M2 wires:
Cells faint in the background.
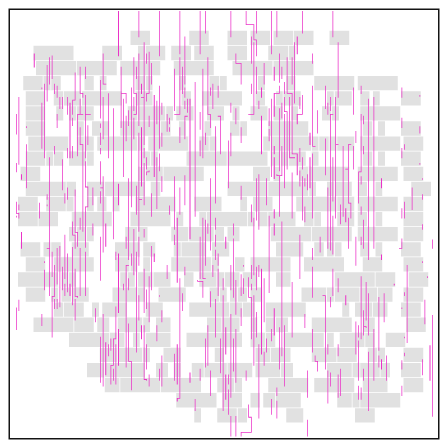
Signal wires on met1:
Supply wires on this layer in grey. Cells faint in the background.
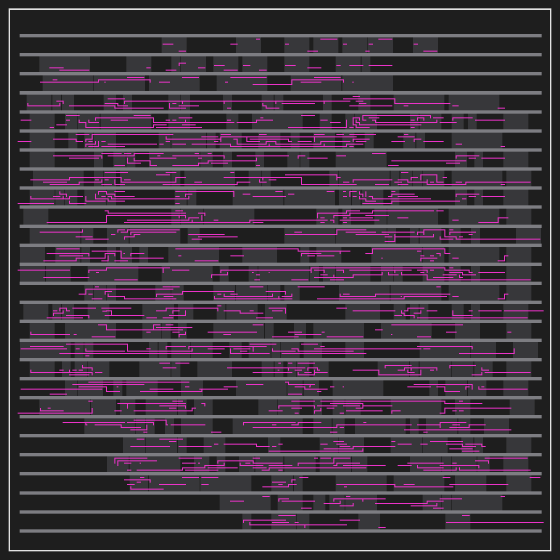
<file path="config.mk">
export PLATFORM = sky130hd
export DESIGN_NAME = mv_result_reader
export DESIGN_NICKNAME = d
export VERILOG_FILES = /design/src/rtl/mv_pkg.sv /design/src/rtl/mv_rd_fifo.sv /design/src/rtl/mv_result_reader.sv
export SDC_FILE = /design/constraint.sdc
export NUM_CORES = 1
export LEC_CHECK = 0
export CORE_UTILIZATION = 44
export DETAILED_ROUTE_END_ITERATION = 6
export HOLD_SLACK_MARGIN = 0.1
export PLACE_DENSITY = 0.74
export SYNTH_ARGS = -nofsm -noshare
export SYNTH_HDL_FRONTEND = slang
export SYNTH_SLANG_ARGS = --single-unit
export TNS_END_PERCENT = 10
</file>
<file path="constraint.sdc">
create_clock -name clk -period 3.7 [get_ports clk]
set_input_delay 0.37 -clock clk [delete_from_list [all_inputs] [get_ports clk]]
set_output_delay 0.37 -clock clk [all_outputs]
set_load 0.02 [all_outputs]
</file>
<file path="src/rtl/mv_pkg.sv">
// Shared definitions for the matrix-vector result readout path.
package mv_pkg;
    localparam int FIFO_DEPTH = 2;

    typedef enum logic [1:0] {IDLE, READ, DRAIN} state_t;

    function automatic int calc_aw(input int depth);
        return (depth > 1) ? $clog2(depth) : 1;
    endfunction

    function automatic int calc_rw(input int dw, input int n);
        return 2 * dw + $clog2(n);
    endfunction
endpackage

</file>
<file path="src/rtl/mv_rd_fifo.sv">
// Two-entry synchronous FIFO carrying {last, data}; the head sits in a register.
module mv_rd_fifo
    import mv_pkg::*;
#(
    parameter int W = 18
) (
    input  logic         clk,
    input  logic         rst,
    input  logic         push,
    input  logic [W-1:0] push_data,
    input  logic         push_last,
    input  logic         pop,
    output logic         push_ok,
    output logic [1:0]   count,
    output logic         head_valid,
    output logic [W-1:0] head_data,
    output logic         head_last
);
    logic [W-1:0] tail_data;
    logic         tail_last;
    logic         do_push;
    logic         do_pop;

    assign push_ok    = count < 2'(FIFO_DEPTH);
    assign head_valid = count != 2'd0;
    assign do_push    = push && push_ok;
    assign do_pop     = pop && head_valid;

    always_ff @(posedge clk) begin
        if (rst) begin
            count     <= 2'd0;
            head_data <= '0;
            head_last <= 1'b0;
            tail_data <= '0;
            tail_last <= 1'b0;
        end else begin
            case ({do_push, do_pop})
                2'b10: begin
                    if (count == 2'd0) begin
                        head_data <= push_data;
                        head_last <= push_last;
                    end else begin
                        tail_data <= push_data;
                        tail_last <= push_last;
                    end
                    count <= count + 2'd1;
                end
                2'b01: begin
                    head_data <= tail_data;
                    head_last <= tail_last;
                    count     <= count - 2'd1;
                end
                2'b11: begin
                    // Count is unchanged; the new word lands wherever the queue now ends.
                    if (count == 2'd1) begin
                        head_data <= push_data;
                        head_last <= push_last;
                    end else begin
                        head_data <= tail_data;
                        head_last <= tail_last;
                        tail_data <= push_data;
                        tail_last <= push_last;
                    end
                end
                default: ;
            endcase
        end
    end
endmodule

</file>
<file path="src/rtl/mv_result_reader.sv">
// Streams N consecutive result-RAM words out as valid/ready beats with a last marker.
module mv_result_reader
    import mv_pkg::*;
#(
    parameter int N          = 3,
    parameter int DW         = 8,
    parameter int BRAM_DEPTH = 32,
    parameter int AW         = calc_aw(BRAM_DEPTH),
    parameter int RW         = calc_rw(DW, N)
) (
    input  logic          clk,
    input  logic          rst,
    input  logic          start,
    input  logic [AW-1:0] base_addr,
    output logic          rd_en,
    output logic [AW-1:0] rd_addr,
    input  logic [RW-1:0] rd_data,
    output logic [RW-1:0] out_data,
    output logic          out_valid,
    input  logic          out_ready,
    output logic          out_last,
    output logic          busy,
    output logic          done
);
    localparam int CW = $clog2(N) + 1;
    localparam logic [CW-1:0] N_C    = CW'(N);
    localparam logic [CW-1:0] LAST_C = CW'(N - 1);

    state_t        state;
    logic [CW-1:0] issued;
    logic [CW-1:0] pushed;
    logic [AW-1:0] addr;
    logic          inflight;
    logic          pop;
    logic          issue;
    logic          push_ok;
    logic [1:0]    count;
    logic [2:0]    occ;

    assign pop = out_valid && out_ready;
    assign occ = {1'b0, count} + {2'b0, inflight} - {2'b0, pop};

    // rd_en is decoded from registered state plus this cycle's accept, so a slot
    // freed by the consumer is reused immediately and streaming stays at 1 word/cycle.
    assign issue   = (state == READ) && (issued < N_C) && (occ < 3'(FIFO_DEPTH));
    assign rd_en   = issue;
    assign rd_addr = addr;
    assign busy    = state != IDLE;

    always_ff @(posedge clk) begin
        if (rst) begin
            state    <= IDLE;
            issued   <= '0;
            pushed   <= '0;
            addr     <= '0;
            inflight <= 1'b0;
            done     <= 1'b0;
        end else begin
            inflight <= issue;
            done     <= 1'b0;
            if (inflight && push_ok)
                pushed <= pushed + 1'b1;
            case (state)
                IDLE: if (start) begin
                    addr   <= base_addr;
                    issued <= '0;
                    pushed <= '0;
                    state  <= READ;
                end
                READ: begin
                    if (issue) begin
                        issued <= issued + 1'b1;
                        addr   <= (addr == AW'(BRAM_DEPTH - 1)) ? '0 : addr + 1'b1;
                    end
                    if (issued == N_C)
                        state <= DRAIN;
                end
                default: ;
            endcase
            if (pop && out_last && state != IDLE) begin
                done  <= 1'b1;
                state <= IDLE;
            end
        end
    end

    mv_rd_fifo #(.W(RW)) u_fifo (
        .clk        (clk),
        .rst        (rst),
        .push       (inflight),
        .push_data  (rd_data),
        .push_last  (pushed == LAST_C),
        .pop        (out_ready),
        .push_ok    (push_ok),
        .count      (count),
        .head_valid (out_valid),
        .head_data  (out_data),
        .head_last  (out_last)
    );
endmodule

</file>
==> metrics.cfg <==
[final_timing]
period_minus_slack_ns = 3.48
finClkSkew_ns = 0.0106
tns_ns = 0
slew_violations = 0
fmax_mhz = 287
final_hold_viol_count = 0
setup_viol = 0
min_period_over_period = 0.941

[synthesis]
yosys_warnings = 0
topCombFamilyByArea = simple AND/OR/NAND/NOR gates
fa_ha_area_frac = 0.0685
ys.flop_type = dfxtp_1
simple_gate_share = 0.216
yosys-stat-cells = 283
edf_count = 0
ys_async_sr_fraction = 0
syn_area_um2 = 2480
netlist-cell-type-count = 41
ys_sh_aoi = 0.181
synth-xor-area-share = 0.0247
avgSynthCellArea_um2 = 8.77
ys_chip_area_um2 = 2480
syn_inst = 283

[place]
gp_congestion = 0.738
dp_hpwl_um = 3390
place_area_um2 = 3030
portBuffers = 54

[setup_path]
endpoint_kind = primary output
r2r-start = u_fifo.count[1]
arrival_ns = 3.11
cp_slowest_stage_delay_ns = 0.54
cp_max_fo = 5
cp.required_ns = 3.33
ff2ff_setup_slack_ns = 0.59
crit_chain = inv_2 -> ha_1 -> nor2b_1 -> ha_1 -> nand2b_1 -> fa_1 -> nand2b_1 -> or4_4 -> clkinv_2 -> dlygate4sd2_1
cp-start-kind = flop

[power_and_ir_drop]
p_leak_nw = 1.17
vdd_ir_drop_max_mv = 0.403
p_int_mw = 1.38
power_density_nw_per_um2 = 744
seqPwrFrac = 0.363
p_sw_mw = 0.941
pwr-share-comb = 0.494

[status]
status = finished, final reports clean

[global_routing]
grt_max_degree = 57
grt_pass1_wl_um = 8890
grt_pass1_vias = 1971
antenna_found_initial = 0

[run]
log.warning_count = 30
maxCapViolations = 0

[clock_network]
clkTransAtPathRegs_ns = 0.10
cts_resized = 1
worstSkewPairLatency_ns = 0.31
cts_tree = built
ctsHoldBuffers = 0
ctsRootBufferMaster = clkbuf_8
htreeDepth = 2
cts.path.max_buffers = 2
tritoncts.num_buffers = 5

[cells_and_area]
final_layout_size_suffix_gt1_frac = 0.0699
area_delta_synth_final_pct = 25.7
design_area_um2 = 3120
final_core_util = 0.592

[floorplan]
floorplan.core_area_um2 = 5270
die-area_um2 = 5950
die_x_um = 77.1
initCoreUtil = 0.471
io_pins = 55
dieHeight_um = 77.1
core.rowCount = 26

[routing]
drt_wl_total_um = 5130
via_per_inst = 5.20
antenna_left = 0
wl_per_cell_um = 12.8
drc = 0
num_vias = 2076

[hold_path]
worstHoldStart = u_fifo.tail_data[11]
hold_path.class = flop to flop
holdPathStages = 2

Notes on 'M2 wires' above:
longest straight run: 28.9 um
wire length on this layer: 2410 um
share of all routed wire: 47%
main direction: vertical
nets with wire on the layer: 295

Notes on 'signal wires on met1' above:
wire length on this layer: 2470 um
longest straight run: 32.2 um

-- Yosys cell counts (5+ instances only) --
cell type / number / area share
a21oi_1: 21 / 0.042
nand2_1: 42 / 0.064
a221oi_1: 19 / 0.067
a211oi_2: 5 / 0.025
dfxtp_1: 55 / 0.44
inv_1: 5 / 0.0076
ha_1: 12 / 0.060
buf_2: 8 / 0.016
clkbuf_1: 8 / 0.012
xor2_1: 5 / 0.018
nor2_1: 33 / 0.050
nor3_1: 23 / 0.046
-- power groups by stage --
stage / clock, mW / sequential [mW] / combinational, mW
global route: 0.372 / 0.866 / 1.27
finish: 0.334 / 0.842 / 1.15
floorplan: 0 / 0.929 / 0.571
CTS: 0.344 / 0.843 / 1.16
detailed placement: 0 / 0.856 / 1.16
global placement: 0 / 0.853 / 1.14
-- cell usage in the layout (no fill, tap or decap), drive strengths merged, types with 4 or more instances in the layout --
master | synthesis | routed
a211oi | 8 | 8
a221oi | 19 | 19
nor2b | 4 | 4
nand2b | 4 | 4
mux2i | 4 | 4
clkbuf | 8 | 6
inv | 8 | 9
ha | 12 | 12
a21oi | 22 | 22
nand2 | 42 | 42
xor2 | 5 | 5
nor3 | 23 | 23
clkdlybuf4s50 | 0 | 52
dfxtp | 55 | 55
nor2 | 34 | 34
-- final cells by class --
class,count,area (um2)
Clock buffer,6,72.6
Clock inverter,2,16.3
Fill cell,511,2150
Inverter,9,35.0
Multi-Input combinational cell,201,1260
Sequential cell,55,1100
Tap cell,70,87.6
Timing Repair Buffer,56,549
-- worst max-delay path: cells and delay by family, from the launching register on --
family        cells  cell delay [ns]
simple gates      4             0.94
buf+inv           3             0.47
flops             1             0.42
fa+ha+maj         3             0.98
-- through the flow --
| step | cells | setup WS (ns) | hold WS [ns] |
|---|---|---|---|
| CTS | 399 | 0.185 | 0.463 |
| floorplan | 283 | 0.743 | 0.436 |
| global route | 399 | 0.0375 | 0.483 |
| finish | 399 | 0.218 | 0.463 |
| global placement | 391 | 0.192 | 0.441 |
| detailed placement | 391 | 0.175 | 0.447 |
-- registers in the layout, summed over array words and instances, names as in the netlist --
| register | flops |
|---|---|
| pushed | 3 |
| inflight | 1 |
| issued | 3 |
| done | 1 |
| u_fifo.tail_data | 18 |
| u_fifo.tail_last | 1 |
| u_fifo.head_data | 18 |
| u_fifo.head_last | 1 |
| rd_addr | 5 |
| state | 2 |
| u_fifo.count | 2 |
-- kinds of logic after synthesis --
family / Yosys count
buffers and inverters: 27
AOI/OAI and AO/OA: 58
xor gates and xnor gates: 7
adders and majority gates: 13
muxes: 4
DFF: 55
and+or+nand+nor: 119
-- per-layer routing --
layer,global-route usage,vias to the layer above,wire [um]
met5,0,-,0
met4,0.0396,0,13
met3,0.0405,2,228
met2,0.315,50,2410
met1,0.237,949,2470
li1,-,1075,-
-- how the worst max path moves through the flow --
stage | start | end | slack [ns] | cells after the start
3_5_place_dp | out_ready | rd_en | 0.17 | 9
4_1_cts | u_fifo.count[1] | rd_en | 0.18 | 10
2_1_floorplan | u_fifo.count[1] | rd_en | 0.74 | 10
6_report | u_fifo.count[1] | rd_en | 0.22 | 10
5_1_grt | u_fifo.count[1] | rd_en | 0.04 | 10
3_3_place_gp | out_ready | rd_en | 0.19 | 9
Power and IR drop assume default switching activity.
